## src/rtl/ram_arbiter.sv

```systemverilog
// Two-port round-robin arbiter in front of a single-port synchronous RAM.
// Each granted access walks IDLE -> ACCESS -> RESPOND, so one access is in flight at a time.
module ram_arbiter #(
  parameter int ADDR_WIDTH = 8,
  parameter int DATA_WIDTH = 16
) (
  input  logic                  i_clock,
  input  logic                  i_reset,
  input  logic [1:0]            i_req,
  input  logic [1:0]            i_we,
  input  logic [ADDR_WIDTH-1:0] i_addr_0,
  input  logic [ADDR_WIDTH-1:0] i_addr_1,
  input  logic [DATA_WIDTH-1:0] i_wdata_0,
  input  logic [DATA_WIDTH-1:0] i_wdata_1,
  output logic [1:0]            o_ack,
  output logic [DATA_WIDTH-1:0] o_rdata,
  output logic                  o_ram_en,
  output logic                  o_ram_we,
  output logic [ADDR_WIDTH-1:0] o_ram_addr,
  output logic [DATA_WIDTH-1:0] o_ram_wdata,
  input  logic [DATA_WIDTH-1:0] i_ram_rdata,
  output logic                  o_busy
);

  typedef enum logic [1:0] {IDLE, ACCESS, RESPOND} state_t;

  state_t                  state_q, state_d;
  logic                    last_q, last_d;
  logic                    win_q, win_d;
  logic                    wr_q, wr_d;
  logic                    en_q, en_d;
  logic                    we_q, we_d;
  logic [ADDR_WIDTH-1:0]   addr_q, addr_d;
  logic [DATA_WIDTH-1:0]   wdata_q, wdata_d;
  logic                    pick;
  logic                    pick_we;

  // A lone requester wins outright; a tie goes to the port not granted last.
  always_comb begin
    pick = ~last_q;
    if (i_req == 2'b01)      pick = 1'b0;
    else if (i_req == 2'b10) pick = 1'b1;
  end

  assign pick_we = pick ? i_we[1] : i_we[0];

  always_comb begin
    state_d = state_q;
    last_d  = last_q;
    win_d   = win_q;
    wr_d    = wr_q;
    en_d    = en_q;
    we_d    = we_q;
    addr_d  = addr_q;
    wdata_d = wdata_q;
    case (state_q)
      IDLE: begin
        if (|i_req) begin
          state_d = ACCESS;
          win_d   = pick;
          last_d  = pick;
          wr_d    = pick_we;
          en_d    = 1'b1;
          we_d    = pick_we;
          addr_d  = pick ? i_addr_1 : i_addr_0;
          if (pick_we) wdata_d = pick ? i_wdata_1 : i_wdata_0;
          else         wdata_d = '0;
        end
      end
      ACCESS: begin
        state_d = RESPOND;
        en_d    = 1'b0;
        we_d    = 1'b0;
      end
      RESPOND: state_d = IDLE;
      default: state_d = IDLE;
    endcase
  end

  always_ff @(posedge i_clock) begin
    if (i_reset) begin
      state_q <= IDLE;
      last_q  <= 1'b1;
      win_q   <= 1'b0;
      wr_q    <= 1'b0;
      en_q    <= 1'b0;
      we_q    <= 1'b0;
      addr_q  <= '0;
      wdata_q <= '0;
    end else begin
      state_q <= state_d;
      last_q  <= last_d;
      win_q   <= win_d;
      wr_q    <= wr_d;
      en_q    <= en_d;
      we_q    <= we_d;
      addr_q  <= addr_d;
      wdata_q <= wdata_d;
    end
  end

  // RAM read data lands in RESPOND; it is only forwarded for reads so idle cycles read as zero.
  assign o_ack       = (state_q == RESPOND) ? (win_q ? 2'b10 : 2'b01) : 2'b00;
  assign o_rdata     = (state_q == RESPOND && !wr_q) ? i_ram_rdata : '0;
  assign o_ram_en    = en_q;
  assign o_ram_we    = we_q;
  assign o_ram_addr  = addr_q;
  assign o_ram_wdata = wdata_q;
  assign o_busy      = (state_q != IDLE);

endmodule

```

## config.mk

```make
export PLATFORM = sky130hd
export DESIGN_NAME = ram_arbiter
export DESIGN_NICKNAME = d
export VERILOG_FILES = /design/src/rtl/ram_arbiter.sv
export SDC_FILE = /design/constraint.sdc
export NUM_CORES = 1
export LEC_CHECK = 0
export CAP_MARGIN = 20
export CELL_PAD_IN_SITES_DETAIL_PLACEMENT = 1
export CELL_PAD_IN_SITES_GLOBAL_PLACEMENT = 2
export CORE_ASPECT_RATIO = 0.5
export CORE_MARGIN = 2
export CORE_UTILIZATION = 19
export CTS_CLUSTER_SIZE = 28
export DETAILED_ROUTE_END_ITERATION = 16
export HOLD_SLACK_MARGIN = 0.15
export PLACE_DENSITY = 0.85
export SLEW_MARGIN = 15
export SYNTH_ARGS = -nofsm -noshare
export SYNTH_HDL_FRONTEND = slang
export SYNTH_SLANG_ARGS = --single-unit
export TNS_END_PERCENT = 1
```

## constraint.sdc

```tcl
create_clock -name i_clock -period 3.7 [get_ports i_clock]
set_input_delay 0.74 -clock i_clock [delete_from_list [all_inputs] [get_ports i_clock]]
set_output_delay 0.74 -clock i_clock [all_outputs]
set_load 0.01 [all_outputs]
```

run_1/zoom.png
The bar under the picture is 5 um long. Region (56, 38) to (76, 58) um. Cells in gray, sequential cells in the stronger gray; small squares are vias.
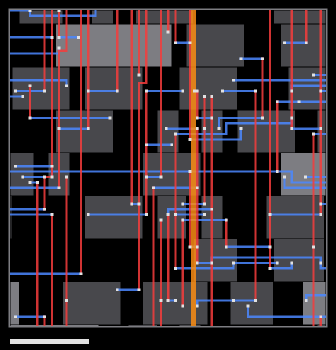
layer	color
met4	orange
met2	red
met1	blue
netlist names of flops here include	o_ram_addr (1)
most frequent	clkdlybuf4s50_1 (9), a211oi_1 (2)
cells with their middle in the window	23
sequential cells in the window	1

run_1/wire_density.png
The die is cut into 26 by 14 equal tiles; white is low, dark blue is high, scaled to the fullest tile. Values are wire area over tile area, all layers added.
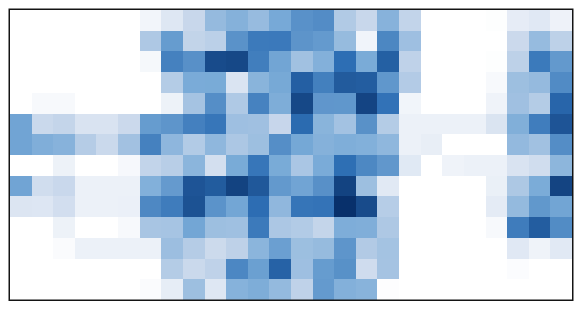
nearly empty tiles	30%
fullest tile	0.33
emptiest ninth of the die	upper left
tiles over half the peak	25%
mean over tiles	0.097
WL final: 5500 um
Wirelength per Cell: 14.4 um
routed vias: 1,593
overall fraction of global-route tracks in use: 0.121

==> Slide: Implementation Results, run 1 <==
Synthesis and Place & Route Summary

Detailed routing
  – 1st-iter DRT viols: 63
  – Vias per inst: 4.16
  – Residual DRC: 0

STA
  – RSZ-0062 raised after global routing: false
  – Slew headroom: 0.405
  – Final setup margin: 0.864 ns
  – Final period util: 0.766
  – Final min period: 2.84 ns
  – Final setup TNS: 0 ns

Setup path
  – Worst path depth: 4
  – CP Capture Point: o_rdata[15]
  – Crit path arrival time: 2.10 ns
  – Critical path endpoint category: output port
  – Worst path slowest cell: nor2_1
  – Critical Path Start: state_q[0]$_SDFFE_PP0P_
  – Crit-path leading delay family: simple AND/OR/NAND/NOR gates
  – Largest stage delay, worst path: 0.56 ns
  – CP Launch Type: flip-flop

Status
  – Status: finished clean

Yosys
  – Post-synth EDFFs: 0
  – Post-Syn Instances: 162
  – Most common cell in the netlist: dfxtp_1

Global routing
  – Antenna violations before repair: 0
  – Vias in the first global route: 1,599
  – First-pass GRT wire length: 8470 um

Run
  – Tool warnings: 26
  – Max cap viols: 0

Layout
  – FF/Latch Area: 621 sq um
  – Combinational fraction of the cell area: 0.285
  – Comb. cell area: 841 sq um
  – Final nets: 340
  – P&R area growth vs syn: 89.8%
  – Most frequent cells in the layout: clkdlybuf4s50_1 (114), dfxtp_1 (31), mux2i_1 (24), and2_1 (16), nand3b_1 (16)
  – Mi-comb count: 112
  – Largest register FFs: 16
  – Largest cell class: buffers
  – Ant diodes: 0

CTS
  – TritonCTS clock tree: done
  – Maximum level of the CTS H-tree: 2

Place
  – Final HPWL DP: 4090 um

Power and ir drop
  – Total power: 1160 uW
  – Power Density: 393 nW/um^2

Die
  – Num tapcells: 112
run_1/final_clocks.png
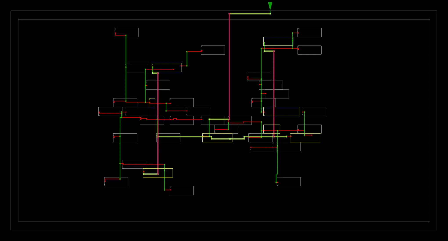
Flops: 31
Clk Latency, worst-skew pair: 0.28 ns
Clock buffer cells: 6
Post-Route Skew: 0.00669 ns
Num CTS Buffers: 5

run_1/gate_families.png
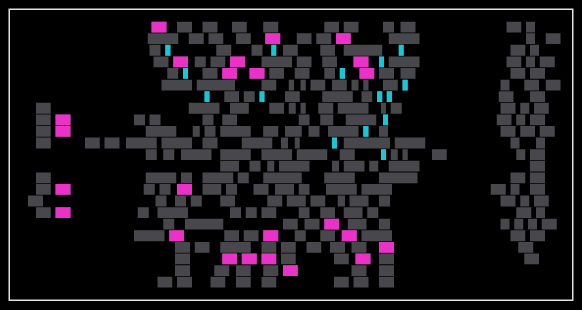
family	color	cells
multiplexers	magenta	24
NOR gates	cyan	15
Finished Layout Cells: 383
most numerous logic cell after layout: clkdlybuf4s50_1

[run 1: kinds of logic after synthesis]
logic type / count (synthesis) / synth area share
compound gates: 34 / 0.181
fa+ha+maj: 1 / 0.00725
buf+inv: 19 / 0.0612
flops: 31 / 0.400
mux: 24 / 0.155
simple gates: 53 / 0.197
[run 1: routing by layer]
layer | vias to the layer above | wire, um | global-route usage
met3 | 7 | 299 | 0.0326
met2 | 54 | 2860 | 0.224
met5 | - | 0 | 0
met1 | 742 | 2250 | 0.135
met4 | 0 | 90 | 0.0557
li1 | 790 | - | -
[run 1: where the power goes]
part	switching (uW)	leakage, uW	internal, uW
clock network	146	0.0000868	334
registers	17.5	0.000255	367
logic	125	0.000805	169
run_1/pins.png
The bar under the picture is 50 um long. Pins as bars across the die edge, other pins in gray.
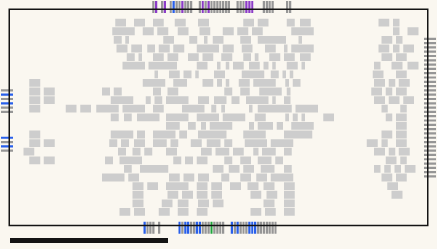

==> run 1 -> run 2 <==
--- a/config.mk
+++ b/config.mk
@@ -10,11 +10,11 @@
 export CELL_PAD_IN_SITES_GLOBAL_PLACEMENT = 2
 export CORE_ASPECT_RATIO = 0.5
 export CORE_MARGIN = 2
-export CORE_UTILIZATION = 19
+export CORE_UTILIZATION = 18
 export CTS_CLUSTER_SIZE = 28
 export DETAILED_ROUTE_END_ITERATION = 16
 export HOLD_SLACK_MARGIN = 0.15
-export PLACE_DENSITY = 0.85
+export PLACE_DENSITY = 0.81
 export SLEW_MARGIN = 15
 export SYNTH_ARGS = -nofsm -noshare
 export SYNTH_HDL_FRONTEND = slang
==> constraint.sdc (replaced) <==
create_clock -name i_clock -period 2.7 [get_ports i_clock]
set_input_delay 0.54 -clock i_clock [delete_from_list [all_inputs] [get_ports i_clock]]
set_output_delay 0.54 -clock i_clock [all_outputs]
set_load 0.01 [all_outputs]
run_2/pins.png
The bar under the picture is 50 um long. Pins as bars across the die edge, other pins in gray.
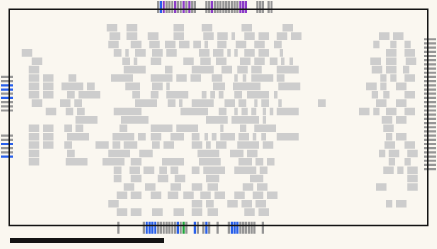
port	color	pins	direction	edge
i_wdata_1	blue	16	input	10 bottom, 5 left, 1 top
i_addr_0	purple	8	input	top
i_reset	green	1	input	bottom
all pins by edge	34 top, 34 bottom, 32 right, 15 left
die height: 69.7 um
# port buffers: 114
die span in x: 135 um

run_2/zoom.png
The bar under the picture is 5 um long. Region (58, 39) to (78, 59) um. Cells in gray, sequential cells in the stronger gray; small squares are vias.
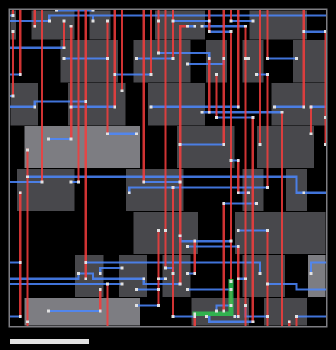

==> Slide: Implementation Results, run 2 <==
Synthesis and Place & Route Summary

Run
  – Max cap viols: 0 (unchanged)
  – Tool warnings: 26 (unchanged)

Detailed routing
  – Met1 Wirelength: 2170 um (was 2250 um)
  – Residual DRC: 0 (unchanged)
  – Routed vias: 1,611 (was 1,593)
  – 1st-iter DRT viols: 29 (was 63)

Setup path
  – Critical Path Start: state_q[0]$_SDFFE_PP0P_ (unchanged)
  – Worst path slowest cell: clkdlybuf4s50_1 (was nor2_1)
  – Largest stage delay, worst path: 0.53 ns (was 0.56 ns)
  – CP Launch Type: flip-flop (unchanged)

Global routing
  – GR met2 Demand/Resource: 0.213 (was 0.224)
  – Met1 usage: 0.124 (was 0.135)
  – Overall fraction of global-route tracks in use: 0.113 (was 0.121)

Layout
  – Mi-comb count: 112 (unchanged)
  – Most frequent cells in the layout: clkdlybuf4s50_1 (114), dfxtp_1 (31), mux2i_1 (24), and2_1 (16), nand3b_1 (16) (unchanged)
  – Final nets: 343 (was 340)
  – Combinational fraction of the cell area: 0.285 (about the same)
  – Most numerous logic cell after layout: clkdlybuf4s50_1 (unchanged)

Yosys
  – Post-synth EDFFs: 0 (unchanged)
  – Area fraction in xor and xnor cells: 0 (unchanged)
  – Yosys aoi share: 0.180 (unchanged)
  – Simple-Gate Area Share: 0.197 (unchanged)

Die
  – Num tapcells: 112 (unchanged)

Power and ir drop
  – Power Density: 509 nW/um^2 (was 393 nW/um^2)

STA
  – Final setup TNS: 0 ns (unchanged)
  – Final min period: 2.30 ns
  – RSZ-0062 raised after global routing: false (unchanged)
  – Final period util: 0.852

Status
  – Status: finished clean (unchanged)

CTS
  – TritonCTS clock tree: done (unchanged)
  – Clk Latency, worst-skew pair: 0.27 ns (was 0.28 ns)
  – Maximum level of the CTS H-tree: 2 (unchanged)
run_2/final_clocks.png
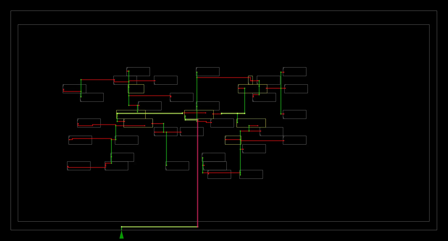
clock group total power: 571 uW
Post-Route Skew: 0.00147 ns

[run 2: per-stage QoR]
stage	std cells	power, uW
2_1_floorplan	162	719
3_3_place_gp	378	935
3_5_place_dp	378	947
4_1_cts	386	1520
5_1_grt	386	1570
6_report	386	1500
[run 2: report_power, final]
group | leakage (uW) | internal, uW | switching, uW | total, uW
sequential | 0.000255 | 503 | 23.9 | 526
combinational | 0.000819 | 236 | 170 | 406
clock | 0.0000772 | 392 | 179 | 571
total | 0.00115 | 1130 | 373 | 1500
[run 2: cell families after synthesis]
family | after synthesis
multiplexers | 24
adder cells (fa/ha/maj) | 1
buffers and inverters | 19
flip-flops | 31
AND-OR/OR-AND | 34
AND/OR/NAND/NOR | 53
No activity file was given, so power comes from the tool's default toggle rates.
